Figure 1. M1 wires.
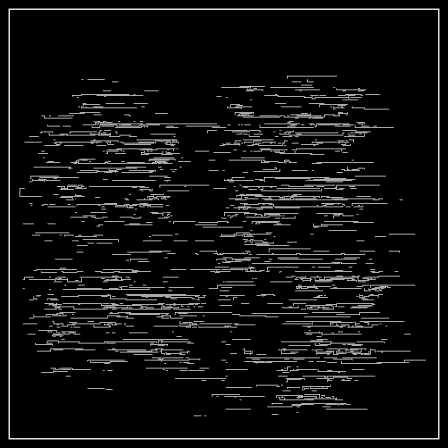
Figure 2. Met2 routing.
Bar = 50 microns.
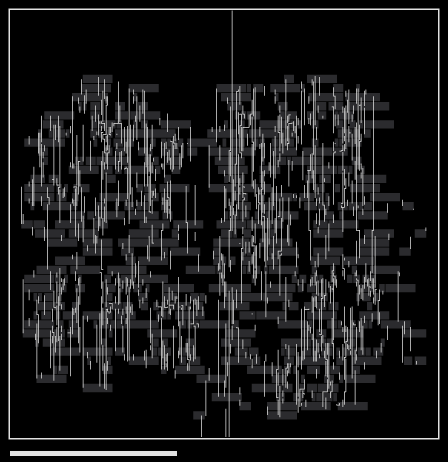
File: config.mk
export PLATFORM = sky130hd
export DESIGN_NAME = cronometro_ctrl
export DESIGN_NICKNAME = d
export VERILOG_FILES = /design/src/rtl/cronometro_pkg.sv /design/src/rtl/cronometro_btn_cond.sv /design/src/rtl/cronometro_ctrl.sv
export SDC_FILE = /design/constraint.sdc
export NUM_CORES = 1
export LEC_CHECK = 0
export CAP_MARGIN = 20
export CORE_MARGIN = 3
export CORE_UTILIZATION = 35
export CTS_CLUSTER_DIAMETER = 150
export DETAILED_ROUTE_END_ITERATION = 10
export PLACE_DENSITY_LB_ADDON = 0.25
export SYNTH_ARGS = -nofsm -noshare
export SYNTH_HDL_FRONTEND = slang
export SYNTH_HIERARCHICAL = 1
export SYNTH_SLANG_ARGS = --single-unit
File: constraint.sdc
create_clock -name CLK -period 2.4 [get_ports CLK]
set_input_delay 0.48 -clock CLK [delete_from_list [all_inputs] [get_ports CLK]]
set_output_delay 0.48 -clock CLK [all_outputs]
set_load 0.005 [all_outputs]
File: src/rtl/cronometro_pkg.sv
// Shared definitions for the stopwatch run-control block.
//   crono_state_t  : run FSM state, encoding visible on the STATE output
//   DEF_TICK_DIV   : default clock cycles per count tick (1 Hz at 50 MHz)
//   DEF_DEB_CYCLES : default debounce length in clock cycles
package cronometro_pkg;

  typedef enum logic [1:0] {
    ST_IDLE  = 2'b00,
    ST_RUN   = 2'b01,
    ST_PAUSE = 2'b10,
    ST_LAP   = 2'b11
  } crono_state_t;

  localparam int unsigned DEF_TICK_DIV   = 50_000_000;
  localparam int unsigned DEF_DEB_CYCLES = 1_000_000;

endpackage

File: src/rtl/cronometro_btn_cond.sv
// btn_cond: conditions one asynchronous push-button.
//   clk, rst_n : clock, asynchronous active-low reset
//   btn        : raw button level (asynchronous, active-high)
//   press      : registered one-cycle pulse on each debounced press
// Path: 2-flop synchronizer -> debounce counter -> rising-edge pulse.
// Release edges produce no pulse.
module btn_cond
  import cronometro_pkg::*;
#(
  parameter int unsigned DEB_CYCLES = DEF_DEB_CYCLES
) (
  input  logic clk,
  input  logic rst_n,
  input  logic btn,
  output logic press
);

  // +1 keeps the counter at least one bit wide when DEB_CYCLES is 1.
  localparam int CW = $clog2(DEB_CYCLES + 1);

  logic          sync1;
  logic          sync2;
  logic          level;
  logic          level_q;
  logic [CW-1:0] deb_cnt;

  always_ff @(posedge clk or negedge rst_n) begin
    if (!rst_n) begin
      sync1   <= 1'b0;
      sync2   <= 1'b0;
      level   <= 1'b0;
      level_q <= 1'b0;
      deb_cnt <= '0;
      press   <= 1'b0;
    end else begin
      sync1 <= btn;
      sync2 <= sync1;
      // Count consecutive cycles where the synchronized input disagrees with
      // the debounced level; any agreeing cycle restarts the count.
      if (sync2 != level) begin
        if (deb_cnt == CW'(DEB_CYCLES - 1)) begin
          level   <= sync2;
          deb_cnt <= '0;
        end else begin
          deb_cnt <= deb_cnt + CW'(1);
        end
      end else begin
        deb_cnt <= '0;
      end
      level_q <= level;
      press   <= level & ~level_q;
    end
  end

endmodule

File: src/rtl/cronometro_ctrl.sv
// cronometro_ctrl: run-control sequencer for the stopwatch digit counters.
//   CLK, RST_N          : clock, asynchronous active-low reset
//   BTN_START/CLR/LAP   : raw push-buttons (asynchronous, active-high)
//   MAX_REACHED         : counter chain at 59:59 (only with CRONO_AUTOSTOP_EN)
//   CNT_EN              : one-cycle count tick to the least-significant digit
//   CNT_CLR             : one-cycle synchronous clear to all digits
//   DISP_HOLD           : display latch freeze, high only in LAP
//   RUNNING             : high in RUN or LAP
//   STATE               : FSM state (IDLE=00 RUN=01 PAUSE=10 LAP=11)
// Optional feature macro: CRONO_AUTOSTOP_EN (stop at 59:59 instead of wrap).
// All outputs are registered; RUNNING/DISP_HOLD are decoded from the next
// state so they change in the same cycle as STATE.
module cronometro_ctrl
  import cronometro_pkg::*;
#(
  parameter int unsigned TICK_DIV   = DEF_TICK_DIV,
  parameter int unsigned DEB_CYCLES = DEF_DEB_CYCLES
) (
  input  logic       CLK,
  input  logic       RST_N,
  input  logic       BTN_START,
  input  logic       BTN_CLR,
  input  logic       BTN_LAP,
`ifdef CRONO_AUTOSTOP_EN
  input  logic       MAX_REACHED,
`endif
  output logic       CNT_EN,
  output logic       CNT_CLR,
  output logic       DISP_HOLD,
  output logic       RUNNING,
  output logic [1:0] STATE
);

  localparam int PW = $clog2(TICK_DIV);

  logic          ev_start;
  logic          ev_clr;
  logic          ev_lap;
  logic          at_max;
  logic          wrap;
  logic          en_n;
  logic          clr_n;
  crono_state_t  st;
  crono_state_t  st_n;
  logic [PW-1:0] pre;
  logic [PW-1:0] pre_n;

  btn_cond #(.DEB_CYCLES(DEB_CYCLES)) u_btn_start (
    .clk(CLK), .rst_n(RST_N), .btn(BTN_START), .press(ev_start)
  );
  btn_cond #(.DEB_CYCLES(DEB_CYCLES)) u_btn_clr (
    .clk(CLK), .rst_n(RST_N), .btn(BTN_CLR), .press(ev_clr)
  );
  btn_cond #(.DEB_CYCLES(DEB_CYCLES)) u_btn_lap (
    .clk(CLK), .rst_n(RST_N), .btn(BTN_LAP), .press(ev_lap)
  );

`ifdef CRONO_AUTOSTOP_EN
  assign at_max = MAX_REACHED;
`else
  assign at_max = 1'b0;
`endif

  assign wrap = (pre == PW'(TICK_DIV - 1));

  // Events are tested in priority order clr > start > lap; an event that is
  // meaningless in the current state falls through to the next one.
  always_comb begin
    st_n  = st;
    pre_n = pre;
    en_n  = 1'b0;
    clr_n = 1'b0;
    case (st)
      ST_IDLE: begin
        pre_n = '0;
        if (ev_clr) begin
          clr_n = 1'b1;
        end else if (ev_start) begin
          st_n = ST_RUN;
        end
      end
      ST_PAUSE: begin
        if (ev_clr) begin
          st_n  = ST_IDLE;
          clr_n = 1'b1;
          pre_n = '0;
        end else if (ev_start && !at_max) begin
          // Prescaler kept: the fractional second survives the pause.
          st_n = ST_RUN;
        end
      end
      ST_RUN, ST_LAP: begin
        if (ev_start) begin
          // Pausing wins over a pending wrap; the tick is issued on resume.
          st_n = ST_PAUSE;
        end else begin
          if (ev_lap) st_n = (st == ST_RUN) ? ST_LAP : ST_RUN;
          if (!wrap) begin
            pre_n = pre + PW'(1);
          end else if (at_max) begin
            // Display frozen at 59:59; prescaler parked at its last value.
            st_n = ST_PAUSE;
          end else begin
            pre_n = '0;
            en_n  = 1'b1;
          end
        end
      end
      default: st_n = ST_IDLE;
    endcase
  end

  always_ff @(posedge CLK or negedge RST_N) begin
    if (!RST_N) begin
      st        <= ST_IDLE;
      pre       <= '0;
      CNT_EN    <= 1'b0;
      CNT_CLR   <= 1'b0;
      DISP_HOLD <= 1'b0;
      RUNNING   <= 1'b0;
    end else begin
      st        <= st_n;
      pre       <= pre_n;
      CNT_EN    <= en_n;
      CNT_CLR   <= clr_n;
      DISP_HOLD <= (st_n == ST_LAP);
      RUNNING   <= (st_n == ST_RUN) || (st_n == ST_LAP);
    end
  end

  assign STATE = st;

endmodule

==> CHANGELOG.md <==
## Flow update

* Outcome: completed
* Vias in the first global route at 3653
* Area leader, netlist: dfrtp_1
* Post-Route Skew at 3.749 ps
* Slowest CP cell: o21bai_4
* FF-to-FF Start: pre[0]
* Final period util at 84.07%
* N_diodes at 0
* Psw at 780.8 uW
* Port bufs at 10
* CP delay by family, top: simple AND/OR/NAND/NOR gates
* Reg power frac at between 50% and 60%
* Initial antenna violation count at 0
* Total Nets Final at 521
* Post-synthesis mux area share at 0.8395%
* Clock group at 1460 uW
* Max Clk Rate at 0.4956 GHz
* Adders+Majority by Area at 0.9595%
* Met1 WL at 4.765 mm
* CTS tree: built
* Critical path fanouts, max at 23
* Seq share, synth at 51.33%
* Tmin final at approximately 2000 ps
* Dpl cell area at around 5500 sq um
* Logic cell area at 2455 sq um
* Die Ht at 128.1 microns
* Slew @ Worst Pin at between 500 and 600 ps
* RR Endpoint: pre[5]
* Yosys warning total at 6
* WP buf/inv at 0
* DP Cell Count at 680
* Internal at 2606 uW
* Max-cap violations at 0
* Final Hold Violation Tally at 0
* Sw Ratio at 23.05%
* DIE WIDTH at 128.1 microns
* CTS buffer count at 9
* Largest stage delay, worst path at 500 ps
* Simple Share, Synth at 28.81%
* Met2 Wirelength at 4.367 mm
* Global-route wire length before repair at approximately 17 mm
* WP depth at 6
* Worst Hold Class: reg -> reg
About Figure 1:
longest straight run: 25.8 microns
main direction: horizontal
wire length on this layer: 4770 microns
nets with wire on the layer: 482
share of all routed wire: 50%

About Figure 2:
wire length on this layer: 4370 microns
main direction: vertical
share of all routed wire: 46%
nets with wire on the layer: 430
longest straight run: 65.8 microns
vias after detailed routing: 3595
final WL: 9.478 mm
met2 usage: 20.02%

[final cells by class]
cell class | count | share of cell area, %
tap | 180 | 3.863
multi-input combinational | 374 | 42.10
inverter | 3 | 0.1931
timing repair buffer | 17 | 2.833
clock buffer | 10 | 4.099
clock inverter | 6 | 0.9871
sequential | 107 | 45.92
[kinds of logic after synthesis]
family | count (synthesis)
AND-OR/OR-AND | 46
XOR/XNOR | 62
multiplexers | 4
adder cells (fa/ha/maj) | 4
buffers and inverters | 16
flip-flops | 107
AND/OR/NAND/NOR | 258
[layer usage]
| layer | GRT usage [%] | vias to the layer above |
|---|---|---|
| met4 | 3.995 | 0 |
| met3 | 3.375 | 9 |
| met1 | 17.36 | 1779 |
| li1 | - | 1783 |
| met5 | 0 | - |
| met2 | 20.02 | 24 |
No activity file was given, so power comes from the tool's default toggle rates.
